==> images/m1.png <==
Scale: 2 px per um. Supply wires on this layer in gray.
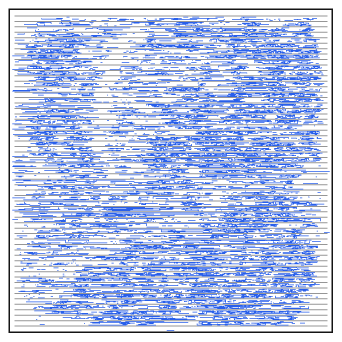
==> images/m2.png <==
Scale: 1.5 px per um.
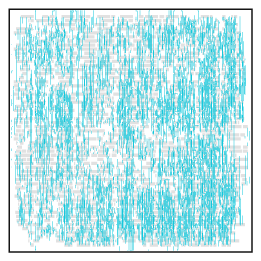
==> images/m3.png <==
Scale: 2 px per um.
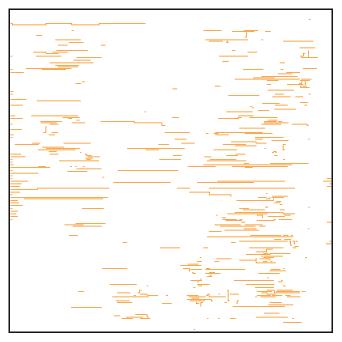
==> images/m4.png <==
Scale: 2 px per um. Supply wires on this layer in gray.
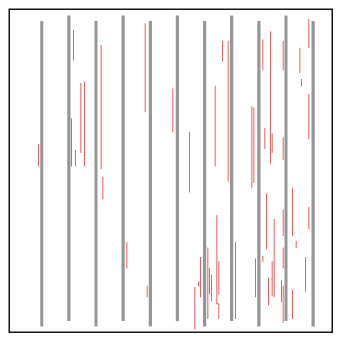
[src/rtl/vga_pattern_gen_if.sv]
// Pixel-stream bundle between the VGA sync/counter block and the pattern generator.
// Latency: n/a (wires only).
// Backpressure: none; the pixel stream is free-running at the pixel clock.
//
// master: sync side, drives frame_start/in_display/x/y and receives RGB + de_out.
// slave : pattern generator, the reverse direction.
interface vga_pattern_gen_if #(
  parameter int CNT_W   = 10,
  parameter int COLOR_W = 8
);
  logic               frame_start;
  logic               in_display;
  logic [CNT_W-1:0]   x;
  logic [CNT_W-1:0]   y;
  logic [COLOR_W-1:0] vga_r;
  logic [COLOR_W-1:0] vga_g;
  logic [COLOR_W-1:0] vga_b;
  logic               de_out;

  modport master (
    output frame_start, in_display, x, y,
    input  vga_r, vga_g, vga_b, de_out
  );

  modport slave (
    input  frame_start, in_display, x, y,
    output vga_r, vga_g, vga_b, de_out
  );
endinterface

[src/rtl/vga_pattern_gen.sv]
// Test-pattern generator: RGB for the active area from sync-block pixel counters.
// Latency: exactly 2 clocks from x/y/in_display to RGB/de_out.
// Backpressure: none; accepts one pixel every clock.
//
// Ports: clk, rst_n (async active-low); pix (slave modport: frame_start, in_display,
// x, y in; vga_r/g/b, de_out out); mode_req[6:0] one-hot pattern request, latched on
// frame_start; box_freeze holds the bouncing box; mode_err flags a multi-bit request;
// box_x/box_y give the current box top-left corner.
// Optional feature: define CHECKER_EN to enable the 8x8 checkerboard on mode_req[6].
module vga_pattern_gen #(
  parameter int COLOR_W  = 8,
  parameter int CNT_W    = 10,
  parameter int H_ACTIVE = 640,
  parameter int V_ACTIVE = 480,
  parameter int BOX_W    = 32,
  parameter int BOX_H    = 32,
  parameter int BOX_STEP = 2
) (
  input  logic             clk,
  input  logic             rst_n,
  vga_pattern_gen_if.slave pix,
  input  logic [6:0]       mode_req,
  input  logic             box_freeze,
  output logic             mode_err,
  output logic [CNT_W-1:0] box_x,
  output logic [CNT_W-1:0] box_y
);

  localparam int PW = CNT_W + COLOR_W;
  localparam logic [PW-1:0]      CMAX   = PW'((1 << COLOR_W) - 1);
  localparam logic [CNT_W-1:0]   X_MAX  = CNT_W'(H_ACTIVE - 1);
  localparam logic [CNT_W-1:0]   Y_MAX  = CNT_W'(V_ACTIVE - 1);
  localparam logic [CNT_W-1:0]   X_LIM  = CNT_W'(H_ACTIVE - BOX_W);
  localparam logic [CNT_W-1:0]   Y_LIM  = CNT_W'(V_ACTIVE - BOX_H);
  localparam logic [COLOR_W-1:0] C_ONES = '1;

  localparam logic [6:0] M_GRAD  = 7'b0000001;
  localparam logic [6:0] M_RED   = 7'b0000010;
  localparam logic [6:0] M_GREEN = 7'b0000100;
  localparam logic [6:0] M_BLUE  = 7'b0001000;
  localparam logic [6:0] M_WHITE = 7'b0010000;
  localparam logic [6:0] M_BOX   = 7'b0100000;
`ifdef CHECKER_EN
  localparam logic [6:0] M_CHK   = 7'b1000000;
`endif

  // One axis of the bounce engine. Returns {moving_negative, position}.
  // "pos + STEP > LIM" is the same test as "pos + BOX + STEP > ACTIVE".
  function automatic logic [CNT_W:0] axis_next(input logic [CNT_W-1:0] pos,
                                               input logic neg,
                                               input logic [CNT_W-1:0] lim);
    logic [CNT_W:0] sum;
    logic [CNT_W:0] res;
    sum = {1'b0, pos} + (CNT_W+1)'(BOX_STEP);
    if (!neg) begin
      if (sum > {1'b0, lim}) res = {1'b1, lim};
      else                   res = {1'b0, sum[CNT_W-1:0]};
    end else begin
      if (pos < CNT_W'(BOX_STEP)) res = {1'b0, {CNT_W{1'b0}}};
      else                        res = {1'b1, pos - CNT_W'(BOX_STEP)};
    end
    axis_next = res;
  endfunction

  logic [6:0]         mode_in;
  logic [6:0]         mode_q, mode_d;
  logic               mode_err_q, mode_err_d;
  logic [CNT_W-1:0]   box_x_q, box_x_d, box_y_q, box_y_d;
  logic               dx_neg_q, dx_neg_d, dy_neg_q, dy_neg_d;
  logic [CNT_W-1:0]   s1_x_q, s1_x_d, s1_y_q, s1_y_d;
  logic               s1_de_q, s1_de_d, s1_hit_q, s1_hit_d;
  logic [COLOR_W-1:0] r_q, r_d, g_q, g_d, b_q, b_d;
  logic               de_out_q, de_out_d;
  logic [CNT_W-1:0]   xc, yc;
  logic [PW-1:0]      gx_prod, gy_prod;

`ifdef CHECKER_EN
  assign mode_in = mode_req;
`else
  // Checker request is dropped before latching so it never reaches the popcount.
  logic unused_chk_req;
  assign unused_chk_req = mode_req[6];
  assign mode_in = {1'b0, mode_req[5:0]};
`endif

  // Mode latch and box motion: both only move on frame_start.
  always_comb begin
    mode_d     = mode_q;
    mode_err_d = mode_err_q;
    box_x_d    = box_x_q;
    box_y_d    = box_y_q;
    dx_neg_d   = dx_neg_q;
    dy_neg_d   = dy_neg_q;
    if (pix.frame_start) begin
      mode_d     = mode_in;
      mode_err_d = ($countones(mode_in) > 1);
      if (!box_freeze) begin
        {dx_neg_d, box_x_d} = axis_next(box_x_q, dx_neg_q, X_LIM);
        {dy_neg_d, box_y_d} = axis_next(box_y_q, dy_neg_q, Y_LIM);
      end
    end
  end

  // Stage 1: box hit is computed from the pre-update position, so a pixel on
  // the frame_start cycle still sees the old box.
  always_comb begin
    s1_x_d   = pix.x;
    s1_y_d   = pix.y;
    s1_de_d  = pix.in_display;
    s1_hit_d = ({1'b0, pix.x} >= {1'b0, box_x_q}) &&
               ({1'b0, pix.x} <  ({1'b0, box_x_q} + (CNT_W+1)'(BOX_W))) &&
               ({1'b0, pix.y} >= {1'b0, box_y_q}) &&
               ({1'b0, pix.y} <  ({1'b0, box_y_q} + (CNT_W+1)'(BOX_H)));
  end

  // Stage 2: colour select on the latched mode. Zero or multi-bit modes fall
  // through to black via the default.
  always_comb begin
    xc       = (s1_x_q > X_MAX) ? X_MAX : s1_x_q;
    yc       = (s1_y_q > Y_MAX) ? Y_MAX : s1_y_q;
    gx_prod  = PW'(xc) * CMAX;
    gy_prod  = PW'(yc) * CMAX;
    r_d      = '0;
    g_d      = '0;
    b_d      = '0;
    de_out_d = s1_de_q;
    if (s1_de_q) begin
      case (mode_q)
        M_GRAD: begin
          r_d = COLOR_W'(gx_prod / PW'(H_ACTIVE - 1));
          b_d = COLOR_W'(gy_prod / PW'(V_ACTIVE - 1));
        end
        M_RED:   r_d = C_ONES;
        M_GREEN: g_d = C_ONES;
        M_BLUE:  b_d = C_ONES;
        M_WHITE: begin
          r_d = C_ONES;
          g_d = C_ONES;
          b_d = C_ONES;
        end
        M_BOX: begin
          if (s1_hit_q) begin
            r_d = C_ONES;
            b_d = C_ONES;
          end
        end
`ifdef CHECKER_EN
        M_CHK: begin
          if (s1_x_q[3] ^ s1_y_q[3]) begin
            r_d = C_ONES;
            g_d = C_ONES;
            b_d = C_ONES;
          end
        end
`endif
        default: ;
      endcase
    end
  end

  always_ff @(posedge clk or negedge rst_n) begin
    if (!rst_n) begin
      mode_q     <= '0;
      mode_err_q <= 1'b0;
      box_x_q    <= '0;
      box_y_q    <= '0;
      dx_neg_q   <= 1'b0;
      dy_neg_q   <= 1'b0;
      s1_x_q     <= '0;
      s1_y_q     <= '0;
      s1_de_q    <= 1'b0;
      s1_hit_q   <= 1'b0;
      r_q        <= '0;
      g_q        <= '0;
      b_q        <= '0;
      de_out_q   <= 1'b0;
    end else begin
      mode_q     <= mode_d;
      mode_err_q <= mode_err_d;
      box_x_q    <= box_x_d;
      box_y_q    <= box_y_d;
      dx_neg_q   <= dx_neg_d;
      dy_neg_q   <= dy_neg_d;
      s1_x_q     <= s1_x_d;
      s1_y_q     <= s1_y_d;
      s1_de_q    <= s1_de_d;
      s1_hit_q   <= s1_hit_d;
      r_q        <= r_d;
      g_q        <= g_d;
      b_q        <= b_d;
      de_out_q   <= de_out_d;
    end
  end

  assign pix.vga_r  = r_q;
  assign pix.vga_g  = g_q;
  assign pix.vga_b  = b_q;
  assign pix.de_out = de_out_q;
  assign mode_err   = mode_err_q;
  assign box_x      = box_x_q;
  assign box_y      = box_y_q;

endmodule
[src/flat_wrapper.sv]
// flat-port wrapper written by rule: the top's interface ports become plain ports
module vga_pattern_gen_flat 
#(
  parameter int COLOR_W  = 8,
  parameter int CNT_W    = 10,
  parameter int H_ACTIVE = 640,
  parameter int V_ACTIVE = 480,
  parameter int BOX_W    = 32,
  parameter int BOX_H    = 32,
  parameter int BOX_STEP = 2
)
  (clk, rst_n, mode_req, box_freeze, mode_err, box_x, box_y, pix_frame_start, pix_in_display, pix_x, pix_y, pix_vga_r, pix_vga_g, pix_vga_b, pix_de_out);
  vga_pattern_gen_if #(.CNT_W(CNT_W), .COLOR_W(COLOR_W)) pix_i ();
  input  logic clk;
  input  logic rst_n;
  input  logic [6:0] mode_req;
  input  logic box_freeze;
  output logic mode_err;
  output logic [CNT_W-1:0] box_x;
  output logic [CNT_W-1:0] box_y;
  input wire logic [$bits(pix_i.frame_start)-1:0] pix_frame_start;
  input wire logic [$bits(pix_i.in_display)-1:0] pix_in_display;
  input wire logic [$bits(pix_i.x)-1:0] pix_x;
  input wire logic [$bits(pix_i.y)-1:0] pix_y;
  output wire logic [$bits(pix_i.vga_r)-1:0] pix_vga_r;
  output wire logic [$bits(pix_i.vga_g)-1:0] pix_vga_g;
  output wire logic [$bits(pix_i.vga_b)-1:0] pix_vga_b;
  output wire logic [$bits(pix_i.de_out)-1:0] pix_de_out;
  assign pix_i.frame_start = pix_frame_start;
  assign pix_i.in_display = pix_in_display;
  assign pix_i.x = pix_x;
  assign pix_i.y = pix_y;
  assign pix_vga_r = pix_i.vga_r;
  assign pix_vga_g = pix_i.vga_g;
  assign pix_vga_b = pix_i.vga_b;
  assign pix_de_out = pix_i.de_out;
  vga_pattern_gen #(.COLOR_W(COLOR_W), .CNT_W(CNT_W), .H_ACTIVE(H_ACTIVE), .V_ACTIVE(V_ACTIVE), .BOX_W(BOX_W), .BOX_H(BOX_H), .BOX_STEP(BOX_STEP)) u_core (.clk(clk), .rst_n(rst_n), .pix(pix_i), .mode_req(mode_req), .box_freeze(box_freeze), .mode_err(mode_err), .box_x(box_x), .box_y(box_y));
endmodule
[config.mk]
export PLATFORM = sky130hd
export DESIGN_NAME = vga_pattern_gen_flat
export DESIGN_NICKNAME = d
export VERILOG_FILES = /design/src/rtl/vga_pattern_gen_if.sv /design/src/rtl/vga_pattern_gen.sv /design/src/flat_wrapper.sv
export SDC_FILE = /design/constraint.sdc
export NUM_CORES = 1
export LEC_CHECK = 0
export ABC_CLOCK_PERIOD_IN_PS = 10800
export CORE_MARGIN = 2
export CORE_UTILIZATION = 57
export CTS_CLUSTER_DIAMETER = 200
export DETAILED_ROUTE_END_ITERATION = 12
export GPL_TIMING_DRIVEN = 0
export PLACE_DENSITY_LB_ADDON = 0.05
export RECOVER_POWER = 100
export SYNTH_ARGS = -nofsm -noshare
export SYNTH_HDL_FRONTEND = slang
export SYNTH_SLANG_ARGS = --single-unit
export TNS_END_PERCENT = 10
[constraint.sdc]
create_clock -name clk -period 10.8 [get_ports clk]
set_clock_uncertainty 0.15 [all_clocks]
set_input_delay 1.62 -clock clk [delete_from_list [all_inputs] [get_ports clk]]
set_output_delay 1.62 -clock clk [all_outputs]
set_load 0.05 [all_outputs]
==> results.json <==
{
  "grt_use_total_pct": 31.26,
  "synth-edff-count": 0,
  "drive_gt1_share_pct": 24.85,
  "max_freq_mhz": 83.09,
  "rows": 57,
  "clock_latency_ps": 350,
  "critical_path_class": "flip-flop to flip-flop",
  "ys.flops": 67,
  "synth_cell_types": 119,
  "async_flop_share_pct": 100.0,
  "syn-instance-count": 1777,
  "tns_ps": -3600,
  "firstDrtPassIters": 5,
  "common_cells": "194 x inv_1, 125 x a21oi_1, 119 x ha_1, 119 x nor2_1, 118 x nand2_1",
  "yosysWarnings": 0,
  "required_ps": 10900,
  "ant_nets": 0,
  "synth.most_common_cell": "inv_1",
  "clockBufferDepth": 2,
  "io_buffers": 73,
  "synth-cells-yosys": 1777,
  "syn2layout_area_growth_pct": 31.00,
  "ff_type": "dfrtp_1",
  "num_antenna_cells": 0,
  "nets": 2236,
  "place_congestion": 0.9316,
  "top_cells_by_area": "dfrtp_1 12%, fa_1 12%, ha_1 11%",
  "syn_avg_cell_area_um2": 7.882,
  "drc": 0,
  "warning_count": 48,
  "synth_area_mm2": 0.01401,
  "holdCritPathClass": "flip-flop to flip-flop",
  "drv_cap": 1,
  "end_kind": "flip-flop",
  "place_inst": 2183,
  "grt_pass1_wl_mm": 67.75,
  "period_used_pct": 111.4,
  "cts_root_buf": "clkbuf_16",
  "drt_iter0_drc": 1180,
  "core_area_mm2": 0.02425,
  "cp-start-kind": "flip-flop",
  "dieWidth_um": 160.8,
  "violations": "max-capacitance violations, max-slew violations, negative setup slack",
  "layout.cells.non_filler": 2332,
  "cts.sinks": 67,
  "hold-worst-slack_ps": 348.3,
  "chipArea_mm2": 0.02584,
  "tightest_slew_ps": 3333,
  "fp.dieH_um": 160.8,
  "top_area_share_pct": 11.97,
  "place_ws_ps": -2603,
  "ys_seq_share_pct": 11.97,
  "hold_viol_final": 0,
  "post_cts_hold_buffer_count": 0,
  "drv_slew": 61,
  "critical_path_arrival_ps": 12140,
  "max_slew_margin_pct": -122.2,
  "synth.largest_area_cell": "dfrtp_1",
  "slowest_stage": "fa_1",
  "grt_max_degree": 61,
  "io-pin-count": 78,
  "layout_setup_ws_ps": -1236,
  "rsz0062_at_grt": "true",
  "critPathMaxFanout": 8,
  "clk_pin_slew_ps": 70,
  "status": "complete, but fails checks",
  "antenna_found_initial": 1,
  "wire_per_inst_um": 18.05,
  "yosys-stat-area_mm2": 0.01401,
  "drt-vias-per-instance": 6.299,
  "overflow": 0,
  "layout_min_cycle_time_ps": 12040,
  "grt_pass1_vias": 13930,
  "cts_buffers": 9,
  "crit_path_max_incr_delay_ps": 540,
  "finalSetupViolCount": 5,
  "cts.htree.levels": 3,
  "cts_tree": "done",
  "dp_hpwl_mm": 30.01,
  "fp_util_pct": 57.76
}
Notes on m1.png above:
wire length on this layer: 18600 um
share of all routed wire: 44%
main direction: horizontal
nets with wire on the layer: 2111
longest straight run: 62.1 um
WL final: 42.09 mm
Vias: 14690

Notes on m2.png above:
nets with wire on the layer: 1965
longest straight run: 44.1 um
share of all routed wire: 46%

Notes on m3.png above:
wire length on this layer: 2830 um
share of all routed wire: 6.7%
nets with wire on the layer: 283
main direction: horizontal
longest straight run: 48.5 um
met3 Usage GRT: 4.236%

Notes on m4.png above:
share of all routed wire: 2.7%
longest straight run: 70.0 um

[final cells by class]
cell class | instances | area (um2)
Buffer | 53 | 290.3
Multi-Input combinational cell | 1467 | 13120
Inverter | 194 | 738.2
Clock buffer | 9 | 225.2
Tap cell | 324 | 405.4
Timing Repair Buffer | 211 | 1779
Sequential cell | 67 | 1679
Clock inverter | 7 | 106.4
Fill cell | 1816 | 5901
[state kept, by name, indices dropped and copies added, names as in the netlist, 6 cells and up]
signal / flops
u_core.s1_x_q: 10
u_core.s1_y_q: 10
u_core.box_x: 9
u_core.box_y: 9
u_core.pix.vga_b: 8
u_core.pix.vga_r: 8
u_core.mode_q: 6
[cell families after synthesis]
| group | share of synthesized area, % |
|---|---|
| AND/OR/NAND/NOR | 20.86 |
| AND-OR/OR-AND | 27.60 |
| buffers and inverters | 7.272 |
| adder cells (fa/ha/maj) | 22.65 |
| XOR/XNOR | 7.316 |
| flip-flops | 11.97 |
| multiplexers | 2.287 |
| other | 0.05362 |
[cells in the final DEF, fill, tap and decap left out, types with 35 or more instances in the layout]
cell           Yosys  final
inv_1            194    182
buf_4             15    147
nand2_1          118    110
nor2_1           119    109
ha_1             119    107
a21oi_1          125     98
fa_1              82     78
o21ai_0           89     71
dlygate4sd3_1      0     67
dfrtp_1           67     65
nand3_1           64     61
xnor2_1           75     57
nor3_1            45     36
o211ai_1          35     35
[per-stage QoR]
stage               utilization (%)  cell area, um2
floorplan                         -           14290
global placement              63.60           15420
global route                  75.67           18350
finish                        75.67           18350
detailed placement            63.76           15460
CTS                           72.10           17480
[per-layer routing]
layer  global-route usage [%]  share of wire, %  up-vias  routed length (um)
li1                         -                 -     6908                   -
met1                    44.02                44     7033               18640
met2                    50.20                46      641               19460
met3                    4.236               6.7      108                2834
met4                    9.659               2.7        0                1150
met5                        0                 0        -                   0
[critical path: cells and delay by family, from the launching register on]
kind / cells / cell delay [ps]
flops: 1 / 440
compound gates: 20 / 4200
xor+xnor: 2 / 320
simple gates: 13 / 2920
buf+inv: 11 / 1420
fa+ha+maj: 6 / 2490
[worst paths after layout]
| check | start | end | slack, ps | cells after the start |
|---|---|---|---|---|
| min | u_core.de_out_d | u_core.pix.de_out | 350 | 0 |
| max reg2reg | u_core.s1_y_q[5] | u_core.pix.vga_b[0] | -1240 | 52 |
| max | u_core.s1_y_q[5] | u_core.pix.vga_b[0] | -1240 | 52 |
| min in group asynchronous | rst_n | u_core.pix.vga_b[1] | 1090 | 1 |
| max in group asynchronous | rst_n | u_core.s1_y_q[5] | 5580 | 2 |
| min reg2reg | u_core.de_out_d | u_core.pix.de_out | 350 | 0 |
[timing repair]
action / CTS / global route
buffers inserted: 90 / 47
hold endpoints to repair: 0 / 0
endpoints found under the setup margin: 8 / 7
resized: 205 / 105
pin swaps: 99 / 63
